[config.mk]
export PLATFORM = sky130hd
export DESIGN_NAME = uart_rx_byte
export DESIGN_NICKNAME = d
export VERILOG_FILES = /design/src/rtl/uart_pkg.sv /design/src/rtl/sync_2ff.sv /design/src/rtl/uart_rx_byte.sv
export SDC_FILE = /design/constraint.sdc
export NUM_CORES = 1
export LEC_CHECK = 0
export CORE_ASPECT_RATIO = 1.25
export CORE_MARGIN = 3
export CORE_UTILIZATION = 25
export CTS_BUF_LIST = sky130_fd_sc_hd__clkbuf_16
export CTS_CLUSTER_SIZE = 25
export DETAILED_ROUTE_END_ITERATION = 12
export GPL_TIMING_DRIVEN = 0
export PLACE_DENSITY = 0.46
export RECOVER_POWER = 25
export SLEW_MARGIN = 0
export SYNTH_ARGS = -nofsm -noshare
export SYNTH_HDL_FRONTEND = slang
export SYNTH_SLANG_ARGS = --single-unit
[constraint.sdc]
create_clock -name clk_50M -period 2.9 [get_ports clk_50M]
set_input_delay 0.58 -clock clk_50M [delete_from_list [all_inputs] [get_ports clk_50M]]
set_output_delay 0.58 -clock clk_50M [all_outputs]
set_load 0.005 [all_outputs]
[src/rtl/uart_pkg.sv]
// Shared UART constants: bit-timing helpers, receiver state encoding and
// the framing characters the message layer looks for.
package uart_pkg;

  typedef enum logic [2:0] {
    ST_IDLE  = 3'd0,
    ST_START = 3'd1,
    ST_DATA  = 3'd2,
    ST_STOP  = 3'd3,
    ST_BREAK = 3'd4
  } rx_state_t;

  localparam int TICK_W = 9;

  localparam logic [7:0] CH_HASH = 8'h23;
  localparam logic [7:0] CH_DASH = 8'h2D;

  function automatic int clks_per_bit(input int clk_freq, input int baud);
    return clk_freq / baud;
  endfunction

  function automatic int half_bit(input int clk_freq, input int baud);
    return clks_per_bit(clk_freq, baud) / 2;
  endfunction

endpackage

[src/rtl/sync_2ff.sv]
// Two-flop synchroniser for asynchronous pin inputs; flops reset to a
// configurable value (idle-high by default for serial lines).
module sync_2ff #(
  parameter int WIDTH = 1,
  parameter logic [WIDTH-1:0] RST_VAL = {WIDTH{1'b1}}
) (
  input  logic             clk,
  input  logic             rst,
  input  logic [WIDTH-1:0] d,
  output logic [WIDTH-1:0] q
);

  logic [WIDTH-1:0] meta;

  always_ff @(posedge clk) begin
    if (rst) begin
      meta <= RST_VAL;
      q    <= RST_VAL;
    end else begin
      meta <= d;
      q    <= meta;
    end
  end

endmodule

[src/rtl/uart_rx_byte.sv]
// 8N1 UART receiver: mid-bit sampling of the synchronised line, one-cycle
// strobes for a good byte or a framing error.
module uart_rx_byte
  import uart_pkg::*;
#(
  parameter int CLK_FREQ = 50_000_000,
  parameter int BAUD     = 115200
) (
  input  logic       clk_50M,
  input  logic       rst,
  input  logic       rx,
  output logic [7:0] rx_msg,
  output logic       rx_complete,
  output logic       frame_err
);

  localparam int CLKS_PER_BIT = clks_per_bit(CLK_FREQ, BAUD);
  localparam int HALF_BIT     = half_bit(CLK_FREQ, BAUD);

  localparam logic [TICK_W-1:0] TICK_LAST = TICK_W'(CLKS_PER_BIT - 1);
  localparam logic [TICK_W-1:0] TICK_HALF = TICK_W'(HALF_BIT - 1);

  logic              rx_s;
  rx_state_t         state, state_nxt;
  logic [TICK_W-1:0] tick;
  logic [2:0]        bit_idx;
  logic [7:0]        shreg;

  logic at_half, at_last;
  logic tick_clr, tick_inc, bit_clr, shift_en, load_msg, err_pulse;

  sync_2ff #(.WIDTH(1), .RST_VAL(1'b1)) u_sync (
    .clk (clk_50M),
    .rst (rst),
    .d   (rx),
    .q   (rx_s)
  );

  assign at_half = (tick == TICK_HALF);
  assign at_last = (tick == TICK_LAST);

  always_ff @(posedge clk_50M) begin
    if (rst) state <= ST_IDLE;
    else     state <= state_nxt;
  end

  always_comb begin
    state_nxt = state;
    case (state)
      ST_IDLE:  if (!rx_s) state_nxt = ST_START;
      ST_START: if (at_half) state_nxt = rx_s ? ST_IDLE : ST_DATA;
      ST_DATA:  if (at_last && bit_idx == 3'd7) state_nxt = ST_STOP;
      ST_STOP:  if (at_last) state_nxt = rx_s ? ST_IDLE : ST_BREAK;
      // A held-low line must return high before another start is accepted.
      ST_BREAK: if (rx_s) state_nxt = ST_IDLE;
      default:  state_nxt = ST_IDLE;
    endcase
  end

  always_comb begin
    tick_clr  = 1'b0;
    tick_inc  = 1'b0;
    bit_clr   = 1'b0;
    shift_en  = 1'b0;
    load_msg  = 1'b0;
    err_pulse = 1'b0;
    case (state)
      ST_IDLE:  tick_clr = 1'b1;
      ST_START: begin
        if (at_half) begin
          tick_clr = 1'b1;
          bit_clr  = 1'b1;
        end else begin
          tick_inc = 1'b1;
        end
      end
      ST_DATA: begin
        if (at_last) begin
          shift_en = 1'b1;
          tick_clr = 1'b1;
        end else begin
          tick_inc = 1'b1;
        end
      end
      ST_STOP: begin
        if (at_last) begin
          tick_clr  = 1'b1;
          load_msg  = rx_s;
          err_pulse = !rx_s;
        end else begin
          tick_inc = 1'b1;
        end
      end
      ST_BREAK: tick_clr = 1'b1;
      default:  tick_clr = 1'b1;
    endcase
  end

  always_ff @(posedge clk_50M) begin
    if (rst) begin
      tick        <= '0;
      bit_idx     <= '0;
      shreg       <= '0;
      rx_msg      <= 8'h00;
      rx_complete <= 1'b0;
      frame_err   <= 1'b0;
    end else begin
      if (tick_clr)      tick <= '0;
      else if (tick_inc) tick <= tick + 1'b1;

      if (bit_clr)       bit_idx <= '0;
      else if (shift_en) bit_idx <= bit_idx + 1'b1;

      // LSB arrives first, so each new bit enters at the top.
      if (shift_en) shreg <= {rx_s, shreg[7:1]};

      if (load_msg) rx_msg <= shreg;
      rx_complete <= load_msg;
      frame_err   <= err_pulse;
    end
  end

endmodule

==> impl_metrics.env, run 1 <==
# source this file to load flow results
export IMPL_status="finished, final reports clean"
export IMPL_p_per_area_nw_per_um2=650
export IMPL_largest_class="flip-flops and latches"
export IMPL_top_layer="met4"
export IMPL_synth_nets=157
export IMPL_topCombFamilyByArea="simple AND/OR/NAND/NOR gates"
export IMPL_met2_usage_pct=14.3
export IMPL_crit_path_start="tick[0]"
export IMPL_ys_sh_adder_pct=4.26
export IMPL_rsz0062_at_grt="false"
export IMPL_startpoint_type="flop"
export IMPL_hold_viol=0
export IMPL_gp_congestion=0.773
export IMPL_p_leak_nw=0.741
export IMPL_ys_cells=149
export IMPL_area_delta_synth_final_pct=25.0
export IMPL_cp_endpoint="rx_msg[1]"
export IMPL_fin_crit_ps=2170
export IMPL_cts_htree_levels=2
export IMPL_area_share_nonclk_buffers_pct=8.24
export IMPL_comb_share_pct=37.7
export IMPL_relSlewSlack_pct=44.7
export IMPL_r2r_cells=6
export IMPL_flops=35
export IMPL_dpl_hpwl_um=1940
export IMPL_clk_share_pct=10.5
export IMPL_nNonClkBuffers=17
export IMPL_ys_seq_share_pct=47.7
export IMPL_largest_reg_flops=9
export IMPL_dpl_worst_slack_ps=1070
export IMPL_io_buffers=11
export IMPL_yosysWarnings=0
export IMPL_sh_seq_area_pct=38.1
export IMPL_final_cell_area_um2=1840
export IMPL_worst_slew_pin_slew_ps=818
export IMPL_antenna_found_initial=0
export IMPL_drc=0
export IMPL_cts_tree="built"
export IMPL_core_region_area_um2=5560
export IMPL_ios=13
export IMPL_regToRegSetupSlack_ps=730
export IMPL_crit_path_max_incr_delay_ps=720
export IMPL_grt_use_met3_pct=3.73
export IMPL_route_met2_wl_um=1270
export IMPL_numCtsBuffers=5
export IMPL_cts_buffer_depth=2
export IMPL_fp_dieH_um=91.7
export IMPL_fmax_ghz=0.462
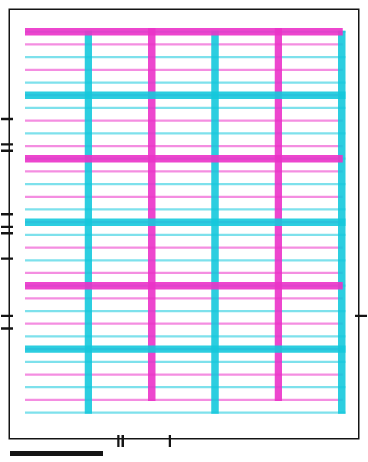
run_1/power_grid.png
Bar = 20 um. Pins as bars on the die edge.
Key: magenta = VDD; cyan = VSS
6 straps on met5. 31 met1 rails follow the rows. The core has 30 rows. 13 signal pins sit on the boundary.

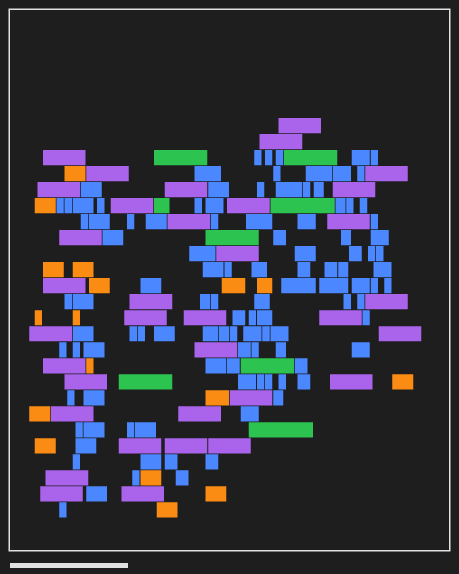
run_1/placement_by_type.png
Bar = 20 um.
Key: blue = combinational and other logic [cells 108]; green = clock drivers and dummy loads [cells 8]; orange = remaining buffers and delay cells [cells 17]; purple = sequential cells [cells 35]

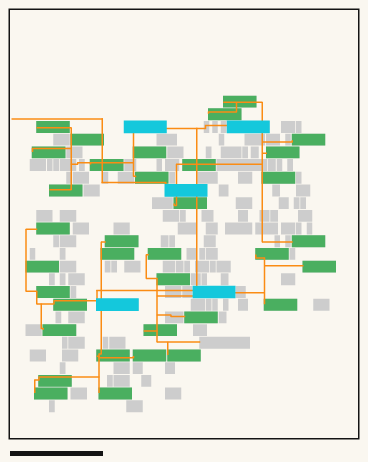
run_1/clk_routes.png
Bar = 20 um.
Key: orange = clock wires [length 478 um]; green = flip-flops [count 35]; cyan = clock drivers [count 5]
There are 6 routed clock nets.

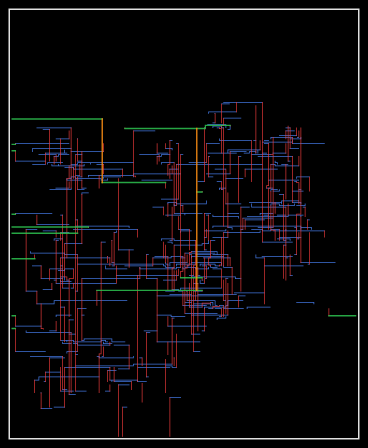
run_1/wires.png
Key: red = metal 2 [wire length 1270 um]; green = metal 3 [wire length 129 um]; blue = metal 1 [wire length 1240 um]; orange = metal 4 [wire length 48.3 um]

==> inputs of run 2 (changes only) <==
--- a/config.mk
+++ b/config.mk
@@ -12,7 +12,7 @@
 export CTS_CLUSTER_SIZE = 25
 export DETAILED_ROUTE_END_ITERATION = 12
 export GPL_TIMING_DRIVEN = 0
-export PLACE_DENSITY = 0.46
+export PLACE_DENSITY = 0.47
 export RECOVER_POWER = 25
 export SLEW_MARGIN = 0
 export SYNTH_ARGS = -nofsm -noshare
==> constraint.sdc (replaced) <==
create_clock -name clk_50M -period 1.9 [get_ports clk_50M]
set_input_delay 0.38 -clock clk_50M [delete_from_list [all_inputs] [get_ports clk_50M]]
set_output_delay 0.38 -clock clk_50M [all_outputs]
set_load 0.005 [all_outputs]
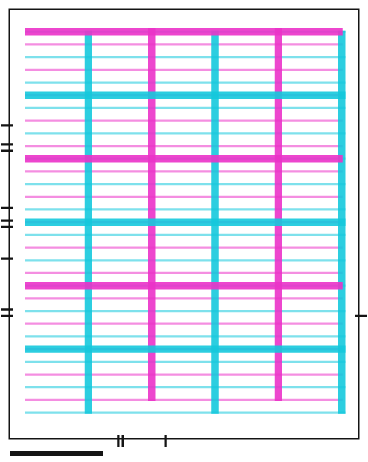
run_2/power_grid.png
Bar = 20 um. Pins as bars on the die edge.
Die H: 91.7 um
CORE AREA: 5560 um^2
VDD IR max: 444 uV

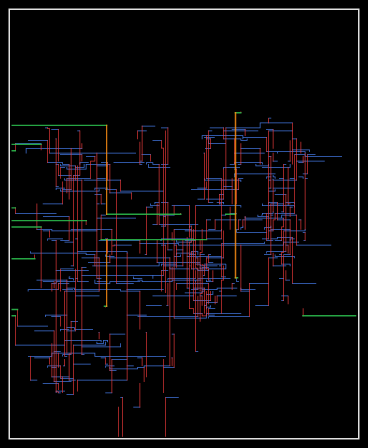
run_2/wires.png
GRT Total Usage: 9.32%
routed vias: 1049
WL/cell: 11.7 um
Total Wirelength: 2720 um

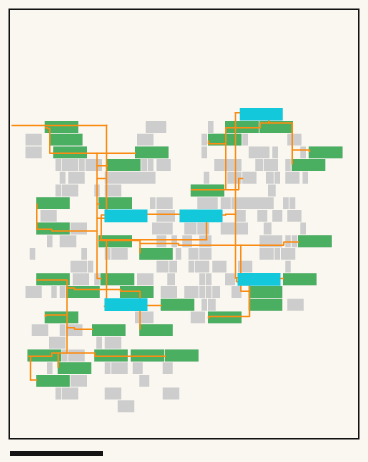
run_2/clk_routes.png
Bar = 20 um.
Key: orange = clock wires [length 470 um]; cyan = clock drivers [count 5]; green = flip-flops [count 35]
There are 6 routed clock nets.

==> run 2 against run 1 <==
Against the previous run: clock skew up 1.3 ps; fmax up 26%; flip-flop count unchanged; total power up 43%; core utilization down 0.090 points; final cell count unchanged; die size unchanged; first-iteration DRC count rose to 2.8 times the previous value; combinational power up 54%; critical path depth unchanged; synthesized area unchanged; synthesized cell count unchanged; critical path type unchanged; largest cell class is now combinational gates; highest routed layer unchanged.
==> impl_metrics.env, run 2 <==
# source this file to load flow results
export IMPL_status="finished, final reports clean"
export IMPL_area_delta_synth_final_pct=24.7
export IMPL_cp_endpoint="rx_msg[2]"
export IMPL_largest_reg_flops=9
export IMPL_crit_path_max_incr_delay_ps=410
export IMPL_area_share_nonclk_buffers_pct=8.27
export IMPL_fmax_ghz=0.581
export IMPL_p_per_area_nw_per_um2=934
export IMPL_top_layer="met4"
export IMPL_comb_share_pct=38.7
export IMPL_dpl_worst_slack_ps=108
export IMPL_p_leak_nw=0.750
export IMPL_regToRegSetupSlack_ps=180
export IMPL_met2_usage_pct=13.8
export IMPL_numCtsBuffers=5
export IMPL_antenna_found_initial=0
export IMPL_ios=13
export IMPL_dpl_hpwl_um=1950
export IMPL_topCombFamilyByArea="simple AND/OR/NAND/NOR gates"
export IMPL_yosysWarnings=0
export IMPL_fin_crit_ps=1720
export IMPL_worst_slew_pin_slew_ps=442
export IMPL_drc=0
export IMPL_grt_use_met3_pct=3.51
export IMPL_clk_share_pct=9.43
export IMPL_r2r_cells=6
export IMPL_cts_tree="built"
export IMPL_rsz0062_at_grt="false"
export IMPL_relSlewSlack_pct=70.5
export IMPL_route_met2_wl_um=1300
export IMPL_ys_sh_adder_pct=4.26
export IMPL_ys_seq_share_pct=47.7
export IMPL_final_cell_area_um2=1830
export IMPL_hold_viol=0
export IMPL_gp_congestion=0.752
export IMPL_sh_seq_area_pct=38.3
run_2/placement_by_type.png
Bar = 20 um.
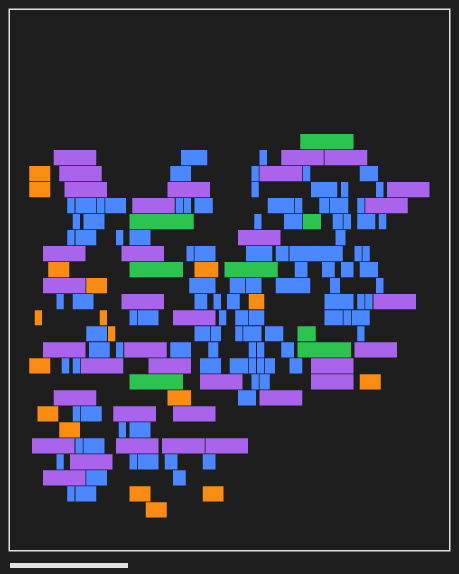

==> inputs of run 3 (changes only) <==
--- a/config.mk
+++ b/config.mk
@@ -6,7 +6,7 @@
 export NUM_CORES = 1
 export LEC_CHECK = 0
 export CORE_ASPECT_RATIO = 1.25
-export CORE_MARGIN = 3
+export CORE_MARGIN = 8
 export CORE_UTILIZATION = 25
 export CTS_BUF_LIST = sky130_fd_sc_hd__clkbuf_16
 export CTS_CLUSTER_SIZE = 25
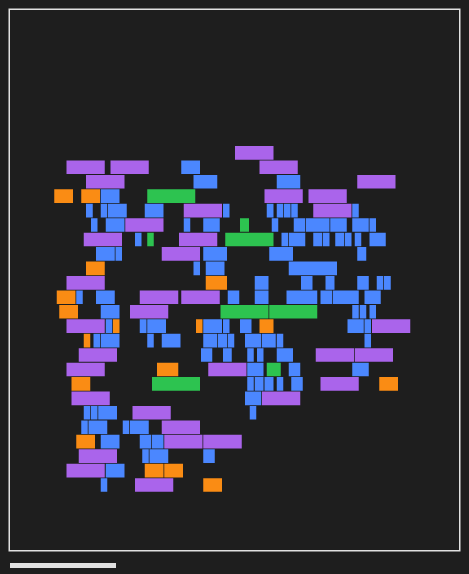
run_3/placement_by_type.png
Bar = 20 um.
Key: green = clock drivers and dummy loads [cells 8]; blue = combinational and other logic [cells 108]; purple = sequential cells [cells 35]; orange = remaining buffers and delay cells [cells 17]

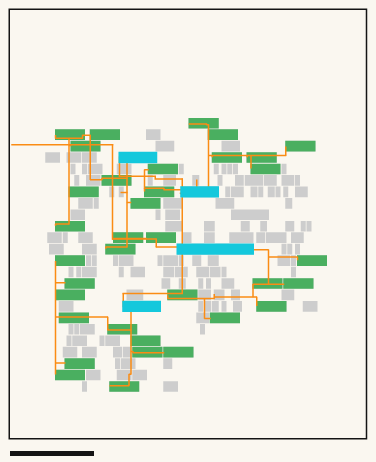
run_3/clk_routes.png
Bar = 20 um.
clock skew: 5.07 ps
P_clk: 762 uW
clock network power share: 49.8%
Late-Pin Clk Latency: 270 ps

==> run 3 against run 2 <==
Against the previous run: sequential share of layout area is 0.61 points higher; core utilization is 1.6 points lower; synthesized area is the same; routed wire length grew 4.1%; via count rose by 1.2%; clock skew hardly changed; die size is 26% higher; final cell count rose by 0.86%; critical endpoint is now rx_msg[5]; global-route usage shrank 2.1 points; combinational power is 2% higher.
==> impl_metrics.env, run 3 <==
# source this file to load flow results
export IMPL_dpl_hpwl_um=2120
export IMPL_status="finished, final reports clean"
export IMPL_fp_dieH_um=102
export IMPL_p_per_area_nw_per_um2=848
export IMPL_yosysWarnings=0
export IMPL_area_delta_synth_final_pct=22.7
export IMPL_io_buffers=11
export IMPL_worst_slew_pin_slew_ps=442
export IMPL_r2r_cells=6
export IMPL_clk_share_pct=7.84
export IMPL_largest_reg_flops=9
export IMPL_flops=35
export IMPL_drc=0
export IMPL_fin_crit_ps=1720
export IMPL_grt_use_met3_pct=3.57
export IMPL_largest_class="combinational gates"
export IMPL_via_count=1062
export IMPL_crit_path_start="tick[0]"
export IMPL_final_cell_area_um2=1800
export IMPL_numCtsBuffers=5
export IMPL_hold_viol=0
export IMPL_wl_per_cell_um=12.1
export IMPL_cts_tree="built"
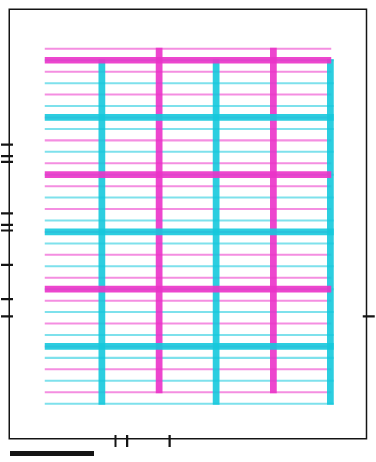
run_3/power_grid.png
Bar = 20 um. Pins as bars on the die edge.
Key: magenta = VDD; cyan = VSS
13 signal pins sit on the boundary. The core has 31 rows. 32 met1 rails follow the rows. 5 straps on met4. 6 straps on met5.

Power figures rest on the tool's default switching activity, not on a simulated workload.
